Pin placement:
(10 px per um) Pins as bars across the die edge, other pins in grey.
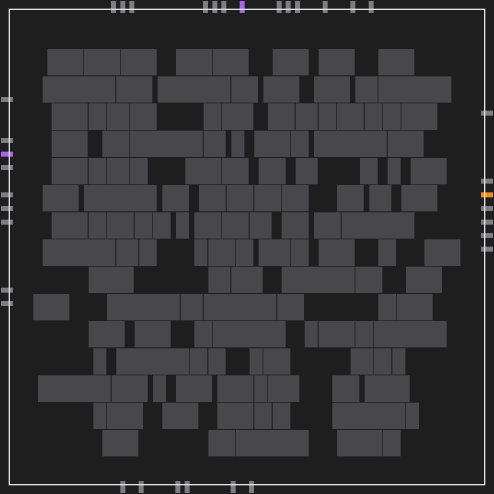
Wiring heat map:
(8 px per um) The die is cut into 9 by 9 equal tiles; dark blue is low, red is high, scaled to the fullest tile. Values are wire area over tile area, all layers added.
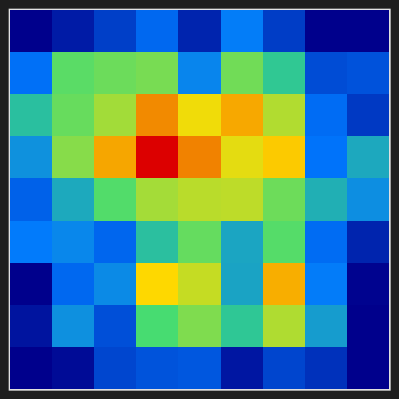
<file path="config.mk">
export PLATFORM = sky130hd
export DESIGN_NAME = alu_arbiter_seq
export DESIGN_NICKNAME = d
export VERILOG_FILES = /design/src/rtl/alu_arbiter_seq.sv
export SDC_FILE = /design/constraint.sdc
export NUM_CORES = 1
export LEC_CHECK = 0
export CORE_MARGIN = 2
export CORE_UTILIZATION = 44
export CTS_CLUSTER_DIAMETER = 120
export CTS_CLUSTER_SIZE = 12
export DETAILED_ROUTE_END_ITERATION = 7
export PLACE_DENSITY_LB_ADDON = 0.1
export SKIP_LAST_GASP = 1
export SLEW_MARGIN = 15
export SYNTH_ARGS = -nofsm -noshare
export SYNTH_HDL_FRONTEND = slang
export SYNTH_SLANG_ARGS = --single-unit
export TNS_END_PERCENT = 50
</file>
<file path="constraint.sdc">
create_clock -name clk -period 2.25 [get_ports clk]
set_input_delay 0.3375 -clock clk [delete_from_list [all_inputs] [get_ports clk]]
set_output_delay 0.3375 -clock clk [all_outputs]
set_load 0.01 [all_outputs]
</file>
<file path="src/rtl/alu_arbiter_seq.sv">
// Two-requester round-robin front end for a shared, fixed-latency ALU datapath.
// Runs one command at a time and returns the result through a valid/ready response port.
module alu_arbiter_seq #(
    parameter int N   = 2,
    parameter int LAT = 2
) (
    input  logic         clk,
    input  logic         rst,
    input  logic         req0_valid,
    input  logic         req1_valid,
    output logic         req0_ready,
    output logic         req1_ready,
    input  logic [N-1:0] req0_a,
    input  logic [N-1:0] req0_b,
    input  logic [N-1:0] req1_a,
    input  logic [N-1:0] req1_b,
    input  logic         req0_opcode,
    input  logic         req1_opcode,
    input  logic         req0_sig,
    input  logic         req1_sig,
    input  logic         req0_mode,
    input  logic         req1_mode,
    output logic [N-1:0] alu_a,
    output logic [N-1:0] alu_b,
    output logic         alu_opcode,
    output logic         alu_sig,
    output logic         alu_mode,
    input  logic [N-1:0] alu_result,
    output logic         rsp_valid,
    input  logic         rsp_ready,
    output logic [N-1:0] rsp_data,
    output logic         rsp_id,
    output logic         busy
);

    localparam int CW = (LAT < 1) ? 1 : $clog2(LAT + 1);

    typedef enum logic [1:0] {
        IDLE,
        EXEC,
        RESP
    } state_t;

    state_t        state;
    logic          ptr;
    logic          cmd_id;
    logic [CW-1:0] cnt;
    logic          grant0;
    logic          grant1;

    // Grants are only offered in IDLE and never while reset is held; ptr breaks ties.
    always_comb begin
        grant0 = 1'b0;
        grant1 = 1'b0;
        if (state == IDLE && !rst) begin
            if (req0_valid && (!req1_valid || !ptr))
                grant0 = 1'b1;
            else if (req1_valid)
                grant1 = 1'b1;
        end
    end

    assign req0_ready = grant0;
    assign req1_ready = grant1;
    assign busy       = (state != IDLE);

    always_ff @(posedge clk) begin
        if (rst) begin
            state      <= IDLE;
            ptr        <= 1'b0;
            cmd_id     <= 1'b0;
            cnt        <= '0;
            rsp_valid  <= 1'b0;
            rsp_data   <= '0;
            rsp_id     <= 1'b0;
            alu_a      <= '0;
            alu_b      <= '0;
            alu_opcode <= 1'b0;
            alu_sig    <= 1'b0;
            alu_mode   <= 1'b0;
        end else begin
            case (state)
                IDLE: begin
                    if (grant0) begin
                        alu_a      <= req0_a;
                        alu_b      <= req0_b;
                        alu_opcode <= req0_opcode;
                        alu_sig    <= req0_sig;
                        alu_mode   <= req0_mode;
                        cmd_id     <= 1'b0;
                        cnt        <= CW'(LAT);
                        state      <= EXEC;
                    end else if (grant1) begin
                        alu_a      <= req1_a;
                        alu_b      <= req1_b;
                        alu_opcode <= req1_opcode;
                        alu_sig    <= req1_sig;
                        alu_mode   <= req1_mode;
                        cmd_id     <= 1'b1;
                        cnt        <= CW'(LAT);
                        state      <= EXEC;
                    end
                end
                // The extra cycle beyond LAT lets the datapath output register settle before capture.
                EXEC: begin
                    if (cnt == '0) begin
                        rsp_data  <= alu_result;
                        rsp_id    <= cmd_id;
                        rsp_valid <= 1'b1;
                        state     <= RESP;
                    end else begin
                        cnt <= cnt - CW'(1);
                    end
                end
                RESP: begin
                    if (rsp_ready) begin
                        rsp_valid <= 1'b0;
                        ptr       <= ~rsp_id;
                        state     <= IDLE;
                    end
                end
                default: state <= IDLE;
            endcase
        end
    end

endmodule
</file>
==> flow_summary.toml <==
# physical design summary
[placed_design]
placed_cells = 155
place_area_sq_um = 1210
hpwl_mm = 1.60

[worst_setup_path]
cp-end-kind = "output pin"
cp.arrival_ns = 1.74
crit_type = "in2out"
reg2regPathDepth = 4
crit_path_start_kind = "primary input"
critPathTopFamily = "buffers and inverters"

[grt]
grt_max_degree = 12
grt_first_pass_wirelength_mm = 3.44
overflow = 0
grtUsageMet1_pct = 27.7

[finish]
multi_input_comb_cells = 66
comb_area_share_pct = 33.4
fillers = 139
logic_area_sq_um = 414
drive_gt1_share_pct = 14.2
final_cell_count_no_fill = 159
postLayoutCoreUtil_pct = 71.0
final-nonclk-buf-share_pct = 33.6
ff_count = 17
seq_share_pct = 27.4

[job]
max_cap_viol_count = 0

[logic_synthesis]
synth_chip_area_sq_um = 828
logic_family = "simple AND/OR/NAND/NOR gates"
syn_avg_cell_area_sq_um = 8.63
synthAoiAreaFrac_pct = 19.0
synth_flops = 17
mux_share_pct = 3.63
postSynthSeqShare_pct = 41.1

[power]
p_sw_share_pct = 30.2
clkPwrFrac_pct = 20.3
power-per-cell-area_nw_per_um2 = 659
pwr-share-seq_pct = 44.3
totalPowerFinal_mw = 0.817
maxPowerGroup = "registers"

[final_timing]
finalSetupViolations = 0
slew_headroom_pct = 75.0
clock.fmax_mhz = 480
tightest_slew_ns = 0.374
finalCritPeriodShare_pct = 92.5
timing.final.crit_period_ns = 2.08
rsz0062_at_grt = "no"
slew_violations = 0

[clocking]
postCtsResizedCells = 1
postCtsSetupRepairBufs = 0

[hold_path]
hold_class = "reg2reg"
hold_start = "cnt[1]"
hold_end = "cnt[1]"
hold_path_depth = 2

[route]
ant_nets = 0
post_drt_wl_per_cell_um = 13.5
vias_per_cell = 5.33
wl_met1_mm = 1.01

[status]
status = "finished clean"

[die]
dieArea_sq_um = 2250
rows = 15
Back to the opening pictures, 'pin placement':
port	colour	pins	direction	edge
req1_opcode	orange	1	input	right
alu_a	purple	2	output	1 left, 1 top
all pins by edge	13 top, 9 left, 7 right, 6 bottom
chip width: 47.4 um
die y size: 47.4 um
port bufs: 34

Back to the opening pictures, 'wiring heat map':
mean over tiles	0.15
nearly empty tiles	9.9%
densest ninth of the die	centre

Power figures rest on the tool's default switching activity, not on a simulated workload.
